$ cat src/rtl/n_bit_pkg.sv
// rtl/n_bit_pkg.sv - shared state encoding and width helper for the restoring divider
// Purpose : FSM state type used by n_bit_div and the counter-width function.
// Contents: state_t (IDLE, CALC, DONE), clog2(value) = ceil(log2(value)).
package n_bit_pkg;

   typedef enum logic [1:0] {
      IDLE = 2'd0,
      CALC = 2'd1,
      DONE = 2'd2
   } state_t;

   // Number of bits needed to hold values 0 .. value-1.
   function automatic int clog2(input int value);
      int v;
      int res;
      res = 0;
      v   = value - 1;
      while (v > 0) begin
         res = res + 1;
         v   = v >> 1;
      end
      return res;
   endfunction

endpackage

$ cat src/rtl/div_step.sv
// rtl/div_step.sv - one restoring-division step: compare and conditionally subtract
// Purpose : given the already-shifted partial remainder, produce the next
//           remainder and the quotient bit for this step.
// Ports   : rem      [BIT_DEPTH:0]   shifted partial remainder
//           divisor  [BIT_DEPTH-1:0] divisor
//           rem_next [BIT_DEPTH:0]   remainder after the conditional subtract
//           q_bit                    1 when the divisor was subtracted
module div_step #(
   parameter int BIT_DEPTH = 32
) (
   input  logic [BIT_DEPTH:0]   rem,
   input  logic [BIT_DEPTH-1:0] divisor,
   output logic [BIT_DEPTH:0]   rem_next,
   output logic                 q_bit
);

   logic [BIT_DEPTH:0] divisor_ext;

   always_comb begin
      divisor_ext = {1'b0, divisor};
      q_bit       = (rem >= divisor_ext);
      rem_next    = q_bit ? (rem - divisor_ext) : rem;
   end

endmodule

$ cat src/rtl/n_bit_div.sv
// rtl/n_bit_div.sv - sequential unsigned restoring divider, one quotient bit per clock
// Purpose : q = a / b, r = a % b after BIT_DEPTH cycles; b == 0 gives
//           q = all ones, r = a, div_by_zero = 1 one cycle after acceptance.
// Ports   : clk, rst (sync, active-high), start, a, b  -> inputs
//           busy (state CALC), done (state DONE, one-cycle pulse),
//           q, r, div_by_zero (registered result)      -> outputs
module n_bit_div #(
   parameter int BIT_DEPTH = 32
) (
   input  logic                 clk,
   input  logic                 rst,
   input  logic                 start,
   input  logic [BIT_DEPTH-1:0] a,
   input  logic [BIT_DEPTH-1:0] b,
   output logic                 busy,
   output logic                 done,
   output logic [BIT_DEPTH-1:0] q,
   output logic [BIT_DEPTH-1:0] r,
   output logic                 div_by_zero
);

   import n_bit_pkg::*;

   localparam int CNT_W = clog2(BIT_DEPTH + 1);
   localparam logic [CNT_W-1:0] CNT_LOAD = CNT_W'(BIT_DEPTH);
   localparam logic [CNT_W-1:0] CNT_LAST = CNT_W'(1);

   state_t               state;
   state_t               state_nxt;
   logic                 accept;
   logic [CNT_W-1:0]     cnt;
   logic [BIT_DEPTH-1:0] dvd;      // dividend, shifts out MSB first and collects quotient bits
   logic [BIT_DEPTH-1:0] dvs;
   logic [BIT_DEPTH:0]   rem;
   logic [BIT_DEPTH:0]   rem_shift;
   logic [BIT_DEPTH:0]   rem_next;
   logic                 q_bit;

   // rem[BIT_DEPTH] is always zero here, so the shift drops nothing.
   assign rem_shift = (rem << 1) | {{BIT_DEPTH{1'b0}}, dvd[BIT_DEPTH-1]};

   div_step #(
      .BIT_DEPTH (BIT_DEPTH)
   ) u_div_step (
      .rem      (rem_shift),
      .divisor  (dvs),
      .rem_next (rem_next),
      .q_bit    (q_bit)
   );

   always_ff @(posedge clk) begin
      if (rst) begin
         state <= IDLE;
      end else begin
         state <= state_nxt;
      end
   end

   always_comb begin
      state_nxt = state;
      accept    = 1'b0;
      case (state)
         IDLE, DONE: begin
            if (start) begin
               accept    = 1'b1;
               state_nxt = (b == '0) ? DONE : CALC;
            end else begin
               state_nxt = IDLE;
            end
         end
         CALC: begin
            if (cnt == CNT_LAST) begin
               state_nxt = DONE;
            end
         end
         default: state_nxt = IDLE;
      endcase
   end

   always_ff @(posedge clk) begin
      if (rst) begin
         cnt         <= '0;
         dvd         <= '0;
         dvs         <= '0;
         rem         <= '0;
         q           <= '0;
         r           <= '0;
         div_by_zero <= 1'b0;
      end else if (accept) begin
         dvd <= a;
         dvs <= b;
         rem <= '0;
         cnt <= CNT_LOAD;
         if (b == '0) begin
            q           <= '1;
            r           <= a;
            div_by_zero <= 1'b1;
         end
      end else if (state == CALC) begin
         rem <= rem_next;
         dvd <= {dvd[BIT_DEPTH-2:0], q_bit};
         cnt <= cnt - CNT_LAST;
         // Results are published only on the final step so q/r never show partial values.
         if (cnt == CNT_LAST) begin
            q           <= {dvd[BIT_DEPTH-2:0], q_bit};
            r           <= rem_next[BIT_DEPTH-1:0];
            div_by_zero <= 1'b0;
         end
      end
   end

   assign busy = (state == CALC);
   assign done = (state == DONE);

endmodule

$ cat config.mk
export PLATFORM = sky130hd
export DESIGN_NAME = n_bit_div
export DESIGN_NICKNAME = d
export VERILOG_FILES = /design/src/rtl/n_bit_pkg.sv /design/src/rtl/div_step.sv /design/src/rtl/n_bit_div.sv
export SDC_FILE = /design/constraint.sdc
export NUM_CORES = 1
export LEC_CHECK = 0
export CORE_MARGIN = 3
export CORE_UTILIZATION = 40
export CTS_CLUSTER_DIAMETER = 40
export DETAILED_ROUTE_END_ITERATION = 16
export SYNTH_ARGS = -nofsm -noshare
export SYNTH_HDL_FRONTEND = slang
export SYNTH_HIERARCHICAL = 1
export SYNTH_SLANG_ARGS = --single-unit
export TNS_END_PERCENT = 20
$ cat constraint.sdc
create_clock -name clk -period 2.7 [get_ports clk]
set_clock_uncertainty 0.15 [all_clocks]
set_input_delay 0.27 -clock clk [delete_from_list [all_inputs] [get_ports clk]]
set_output_delay 0.27 -clock clk [all_outputs]
set_load 0.01 [all_outputs]
Fig. 1: run 1, wires at chosen ports, followed through buffers
Scale bar: 50 um.
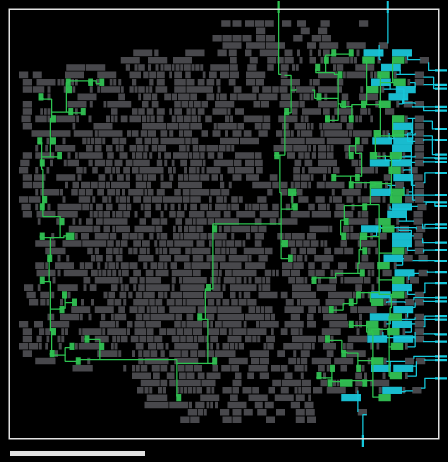
[green] rst | direction: input | edge: top | end cells: 103 | buffers: 2 | wire: 1020 um
[cyan] q | direction: output | edge: 30 right, 1 top, 1 bottom | end cells: 32 | buffers: 32 | wire: 532 um

Fig. 2: run 1, metal 3
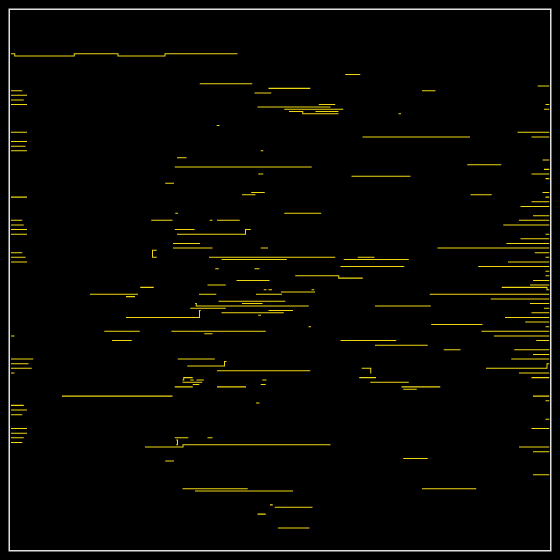
share of all routed wire: 5.3%
wire length on this layer: 1580 um
main direction: horizontal
nets with wire on the layer: 152
longest straight run: 43.2 um

==> commit_impl_results.txt, run 1 <==
Refresh implementation metrics

- Per the OpenROAD floorplan log, the width of the die is 159 um.
- The flow ran to the end, but the final reports show violations.
- Hold endpoint: state[1]
- The net switching power in the latest report is 3.87 mW.
* Worst-case setup margin in the final layout: -0.386 ns
- The checks that failed: setup timing.
- Clock network fraction of design power: 24.2%
- Looking at the power breakdown, combinational cells take about 49% of the total.
* Root buffer cell: clkbuf_16
* Total nets after synthesis: 1269
- Static Leakage: ~5.3 nW
- After legalization and detailed placement, the total HPWL measured slightly above 20 mm.
- Vias per std cell: 5.30
* Final-report hold violation count: 0
- Setup slack, reg-to-reg: -0.39 ns
- After floorplanning, the core was sized to cover 22800 um2.
* Number of setup violations in the final report: around 66
* Pin count of the biggest net entering global routing: roughly 70
- Sum of overflow across all layers after global routing: 0
- The internal portion of the total power is 6.34 mW.
- The OpenROAD report gives the critical path a required time of 2.90 ns.
- Number of search-and-repair iterations in the first detailed-routing pass: 5
* Height of the chip: approximately 160 um
- Highest fanout seen on the critical path: 7
- Slew at the pin with the worst max-slew slack: 0.630 ns
- The worst path uses 114% of the clock period.
- Clock tree buffer depth: 2
Fig. 3: run 1, logic cells by family
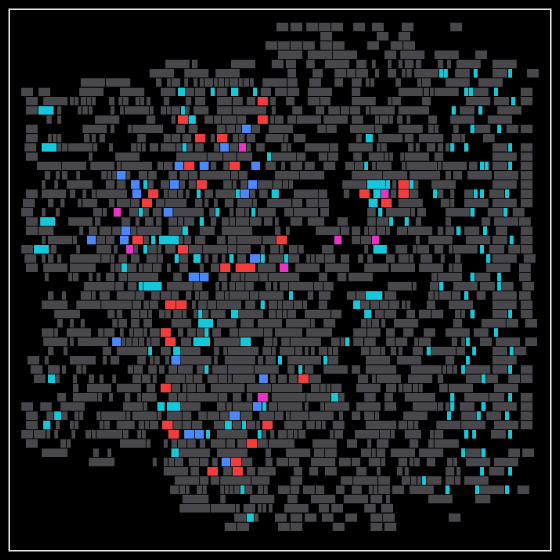
[red] XOR/XNOR gates | cells: 32 | most used: xnor2_1
[blue] AND-OR and OR-AND gates | cells: 26 | most used: a21o_1
[magenta] AND and OR gates | cells: 8 | most used: and2_1
[cyan] NOR gates | cells: 138 | most used: nor2_1

-- run 1: how the worst max path moves through the flow --
stage | depth (start not counted) | from | slack, ns | end
floorplan | 14 | dvd[31] | -0.14 | r[28]
global placement | 13 | dvs[13] | -0.35 | r[30]
detailed placement | 14 | dvd[31] | -0.39 | r[30]
CTS | 14 | dvd[31] | -0.27 | r[28]
global route | 14 | dvs[10] | -0.55 | r[30]
finish | 14 | dvs[10] | -0.39 | r[30]
-- run 1: layer usage --
| metal | global-route usage (%) | vias up |
|---|---|---|
| met5 | 0 | - |
| met3 | 2.99 | 38 |
| met1 | 33.0 | 4311 |
| li1 | - | 4585 |
| met4 | 7.58 | 0 |
| met2 | 35.8 | 270 |
-- run 1: cell usage in the layout (no fill, tap or decap), drive strengths merged, types with 5 or more instances in the layout --
| cell | instances |
|---|---|
| a211oi | 39 |
| a21o | 18 |
| a21oi | 160 |
| a22oi | 33 |
| buf | 184 |
| clkbuf | 18 |
| clkdlybuf4s50 | 132 |
| clkinv | 6 |
| dfxtp | 169 |
| ha | 34 |
| inv | 49 |
| mux2 | 6 |
| mux2i | 33 |
| nand2 | 226 |
| nand2b | 7 |
| nand3 | 9 |
| nand4 | 9 |
| nor2 | 117 |
| nor4 | 11 |
| o211ai | 34 |
| o21a | 5 |
| o21ai | 16 |
| o221ai | 32 |
| xnor2 | 20 |
| xor2 | 12 |
-- run 1: power groups by stage --
stage	logic (mW)	registers [mW]	clock network (mW)
floorplan	2.24	2.78	0
global placement	3.72	2.79	0
detailed placement	3.72	2.79	0
CTS	4.83	2.75	2.51
global route	5.31	2.77	2.61
finish	4.98	2.75	2.47
-- run 1: repair_timing --
item | 4_1_cts | 5_1_grt
gates cloned | 5 | 0
pin swaps | 40 | 10
endpoints found under the setup margin | 65 | 66
resized | 114 | 14
setup buffers | 14 | 3
-- run 1: worst max-delay path, delay by kind of cell, from the launching register on --
kind	cells	cell delay [ns]
AND/OR/NAND/NOR	3	0.60
adder cells (fa/ha/maj)	1	0.30
multiplexers	1	0.12
AND-OR/OR-AND	4	0.88
flip-flops	1	0.33
buffers and inverters	5	0.63
-- run 1: sequential cells by signal, indices dropped and copies added (netlist names) --
name         cells
cnt              6
dvs             32
rem             32
dvd             32
div_by_zero      1
q               32
state            2
r               32
-- run 1: stage by stage --
step	total power, mW	instances	setup WS [ns]	area, um2
floorplan	5.02	1167	-0.138	9330
global placement	6.51	1683	-0.353	11900
detailed placement	6.52	1683	-0.387	11900
CTS	10.1	1734	-0.271	13200
global route	10.7	1736	-0.550	13300
finish	10.2	1736	-0.386	13300
-- run 1: layout make-up --
type	count	area, um2
Multi-Input combinational cell	862	5850
Sequential cell	169	3400
Fill cell	2076	9490
Inverter	44	165
Tap cell	313	392
Clock inverter	14	156
Clock buffer	18	439
Timing Repair Buffer	316	2880
==> run 2: changes to the inputs <==
Settings changed: TNS_END_PERCENT 20 to 5.
Fig. 4: run 2, logic cells by family
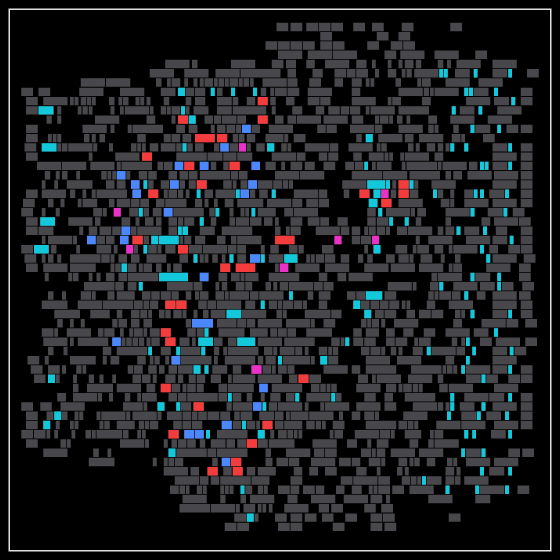
[cyan] NOR gates | cells: 138 | most used: nor2_1
[magenta] AND and OR gates | cells: 8 | most used: and2_1
[red] XOR/XNOR gates | cells: 32 | most used: xnor2_1
[blue] AND-OR and OR-AND gates | cells: 26 | most used: a21o_1

Fig. 5: run 2, M2 wires
Scale bar: 50 um.
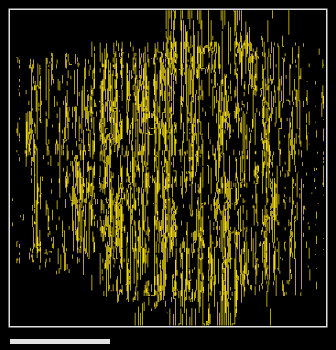
share of all routed wire: 45%
longest straight run: 63.6 um
nets with wire on the layer: 1224
wire length on this layer: 12900 um

==> commit_impl_results.txt, run 2 <==
Refresh implementation metrics

- Fill count: 2100 (was 2076)
* Number of setup violations in the final report: 63 (was 66)
- The number of hold violations in the final report was 0 (unchanged).
- Most instantiated logic cells after routing: nand2_1, buf_4, dfxtp_1, a21oi_1, clkdlybuf4s50_1 (was nand2_1, buf_4, dfxtp_1, clkdlybuf4s50_1, a21oi_1)
- The pin count of the biggest net entering global routing is 70 (unchanged).
- The area of the placeable core came to 22800 um2 (unchanged).
- Number of search-and-repair iterations in the first detailed-routing pass: 5 (unchanged)
- The most frequent logic cell in the layout is nand2_1 (unchanged).
- Worst-case setup margin in the final layout: -0.319 ns (was -0.386 ns)
* Highest fanout seen on the critical path: 3 (was 7)
- The via density per instance came to 5.29 (was 5.30).
- The y dimension of the die was 159 um (unchanged).
* Fin crit share: 112% (was 114%)
* Peak Freq: 0.331 GHz (was 0.324 GHz)
* Horizontal extent of the die: 159 um (unchanged)
* CP required: 2.85 ns (was 2.90 ns)
* Violated checks: setup timing (unchanged)
- Detailed-placement wirelength estimate: 20.3 mm (unchanged)
- Status: finished, violations left (unchanged)
- The transition time of the tightest slew-check pin came to 0.619 ns (was 0.630 ns).
* Static Leakage: 5.31 nW (was 5.35 nW)
- The number of buffers on the longest clock path was 2 (unchanged).
run 2: critical path, stage by stage, from the launching register on:
cell	delay, ns
dfxtp_2	0.34
inv_2	0.04
ha_4	0.15
fa_2	0.33
and2b_2	0.26
o21bai_4	0.07
a211oi_2	0.22
o31ai_2	0.11
a21oi_2	0.24
a21oi_2	0.11
o31ai_2	0.25
xnor2_1	0.10
mux2_4	0.26
mux2i_1	0.13
o221ai_1	0.13
run 2: layout make-up:
| class | count | area [um2] | share of cell area (%) |
|---|---|---|---|
| timing repair buffer | 305 | 2740 | 20.9 |
| clock buffer | 18 | 439 | 3.35 |
| tap | 313 | 392 | 2.98 |
| sequential | 169 | 3400 | 25.9 |
| inverter | 44 | 165 | 1.26 |
| clock inverter | 14 | 156 | 1.19 |
| multi-input combinational | 862 | 5840 | 44.5 |
run 2: through the flow:
stage	power, mW	worst slack [ns]	std cells	hold WS (ns)	area, um2
finish	9.75	-0.319	1725	0.165	13100
CTS	9.52	-0.294	1723	0.160	12900
detailed placement	6.52	-0.387	1683	0.299	11900
global placement	6.51	-0.353	1683	0.294	11900
global route	10.2	-0.443	1725	0.180	13100
floorplan	5.02	-0.138	1167	0.256	9330
run 2: layer usage:
metal | vias up | GRT usage, %
met5 | - | 0
met4 | 0 | 6.47
met3 | 35 | 2.75
met2 | 234 | 35.1
met1 | 4285 | 32.7
li1 | 4563 | -
run 2: worst paths after layout:
| path | endpoint | start | slack (ns) | depth (start not counted) |
|---|---|---|---|---|
| max | r[28] | dvd[31] | -0.32 | 14 |
| min | state[1] | rst | 0.16 | 2 |
| max reg2reg | r[28] | dvd[31] | -0.32 | 14 |
| min reg2reg | dvs[20] | dvs[20] | 0.30 | 2 |
run 2: what timing repair did:
item                       CTS  global route
setup buffers                6             3
resized                     70            35
gates cloned                 2             0
pin swaps                   31             8
setup endpoints to repair   65            66
hold buffers                 0             0
run 2: power by group:
group / leakage [nW] / internal (mW) / total, mW / switching [mW]
logic: 3.65 / 2.19 / 4.53 / 2.34
clock network: 0.280 / 1.26 / 2.47 / 1.21
registers: 1.38 / 2.64 / 2.75 / 0.115
total: 5.31 / 6.09 / 9.75 / 3.66
==> run 3: changes to the inputs <==
Settings changed: HOLD_SLACK_MARGIN set to 0.03.
Fig. 6: run 3, wires at chosen ports, followed through buffers
Scale bar: 50 um.
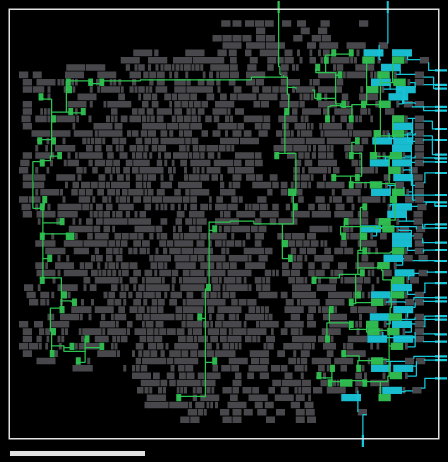
[cyan] q | direction: output | edge: 30 right, 1 top, 1 bottom | end cells: 32 | buffers: 32 | wire: 532 um
[green] rst | direction: input | edge: top | end cells: 103 | buffers: 2 | wire: 1060 um

Fig. 7: run 3, logic cells by family
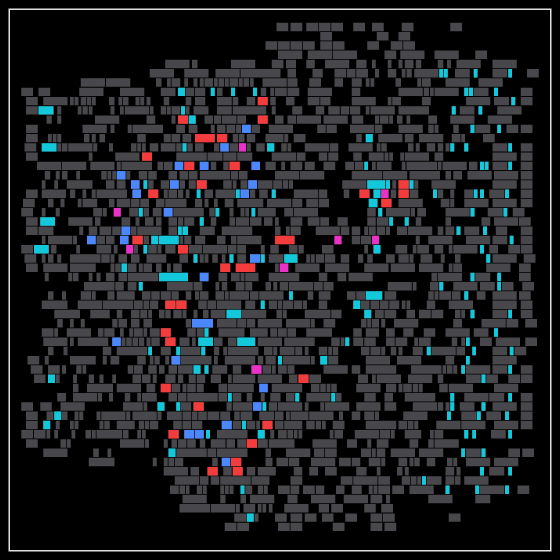
[magenta] AND and OR gates | cells: 8 | most used: and2_1
[red] XOR/XNOR gates | cells: 32 | most used: xnor2_1
[cyan] NOR gates | cells: 138 | most used: nor2_1
[blue] AND-OR and OR-AND gates | cells: 26 | most used: a21o_1

==> commit_impl_results.txt, run 3 <==
Refresh implementation metrics

- The number of filler cells placed in the layout is 2100 (unchanged).
* Clock period minus worst slack: 3.02 ns (unchanged)
- The startpoint of the most critical register-to-register path is dvd[31] (unchanged).
- The y dimension of the die was 159 um (unchanged).
- The required time of the worst setup path is 2.85 ns (about the same).
- Fin crit share: 112% (unchanged)
- Total nets after synthesis: 1269 (unchanged)
- Status: finished, violations left (unchanged)
- The standby leakage power came to 5.31 nW (unchanged).
- Critical Path Source: dvd[31] (unchanged)
* Number of clock buffers inserted by TritonCTS: 17 (unchanged)
* Slew at the pin with the worst max-slew slack: 0.619 ns (unchanged)
* Root buffer cell: clkbuf_16 (unchanged)
- The post-route worst setup slack was -0.319 ns (unchanged).
* RSZ-0062 raised after global routing: true (unchanged)
- Critical R2R Capture: r[28] (unchanged)
- Peak Freq: 0.331 GHz (unchanged)
* Detailed-placement wirelength estimate: 20.3 mm (unchanged)
- The iteration tally of the first detailed-router pass is 5 (unchanged).
- Maximum vdd drop: 0.465 mV (unchanged)
* Most instantiated logic cells after routing: nand2_1, buf_4, dfxtp_1, a21oi_1, clkdlybuf4s50_1 (unchanged)
* Final std cell area, no fill: 13100 um2 (unchanged)
* Placed instance area: 11900 um2 (unchanged)
* Type of the most critical hold path: input pin to flip-flop (unchanged)
* Power Total: 9.75 mW (unchanged)
- Commonest Layout Cell: nand2_1 (unchanged)
* Power per Cell Area: 743 nW/um2 (unchanged)
- Post-synthesis instance total: 1167 (unchanged)
- Violated checks: setup timing (unchanged).
* Placement-stage worst setup slack: -0.387 ns (unchanged)
- The via count of the first global-routing pass was 8624 (unchanged).
* Number of setup violations in the final report: 63 (unchanged)
* Horizontal extent of the die: 159 um (unchanged)
- Drt wl/cell: 16.8 um (unchanged)
* Pin count of the biggest net entering global routing: 70 (unchanged)
- The layout net count is 1501 (unchanged).
- Antenna cell count: 0 (unchanged)
- Final-report hold violation count: 0 (unchanged)
- Vias per std cell: 5.29 (unchanged)
* Core Region: 22800 um2 (unchanged)
* Clock tree buffer depth: 2 (unchanged)
- The critical-path maximum fanout was 3 (unchanged).
- Endpoint of the most critical setup path: r[28] (unchanged)
* Setup slack, reg-to-reg: -0.32 ns (about the same)
* Sum of overflow across all layers after global routing: 0 (unchanged)
* Reg2Reg Depth: 14 (unchanged)
==> run 3: stage by stage <==
step / hold WS (ns) / cells
floorplan: 0.256 / 1167
global placement: 0.294 / 1683
detailed placement: 0.299 / 1683
CTS: 0.160 / 1723
global route: 0.180 / 1725
finish: 0.165 / 1725
==> run 3: critical path, stage by stage (launching register included) <==
cell and delay (ns):
dfxtp_2 0.34, inv_2 0.04, ha_4 0.15, fa_2 0.33
and2b_2 0.26, o21bai_4 0.07, a211oi_2 0.22, o31ai_2 0.11
a21oi_2 0.24, a21oi_2 0.11, o31ai_2 0.25, xnor2_1 0.10
mux2_4 0.26, mux2i_1 0.13, o221ai_1 0.13
==> run 3: how the worst min path moves through the flow <==
stage,start,endpoint,slack (ns),cells after the start
after floorplan,b[10],dvs[10],0.26,2
after detailed placement,dvs[11],dvs[11],0.30,2
after global placement,dvs[18],dvs[18],0.29,2
final,rst,state[1],0.16,2
after CTS,rst,dvs[27],0.16,2
after global routing,rst,cnt[5],0.18,2
==> run 3: what timing repair did <==
item / CTS / global route
hold buffers: 0 / 0
setup buffers: 6 / 3
gates cloned: 2 / 0
setup endpoints to repair: 65 / 66
resized: 70 / 35
pin swaps: 31 / 8
==> run 3: where the power goes <==
part	switching [mW]	leakage (nW)	internal [mW]	total, mW
clock	1.21	0.280	1.26	2.47
sequential	0.115	1.38	2.64	2.75
combinational	2.34	3.65	2.19	4.53
total	3.66	5.31	6.09	9.75
==> run 3: final cells by class <==
type / count / area (um2) / share of cell area (%)
clock buffer: 18 / 439 / 3.35
inverter: 44 / 165 / 1.26
sequential: 169 / 3400 / 25.9
tap: 313 / 392 / 2.98
clock inverter: 14 / 156 / 1.19
multi-input combinational: 862 / 5840 / 44.5
timing repair buffer: 305 / 2740 / 20.9
==> run 3: routing by layer <==
metal / track usage [%] / part of all wire [%] / up-vias
met4: 6.47 / 2.0 / 0
met1: 32.7 / 49 / 4285
li1: - / - / 4563
met5: 0 / 0 / -
met3: 2.75 / 4.2 / 35
met2: 35.1 / 45 / 234
No activity file was given, so power comes from the tool's default toggle rates.
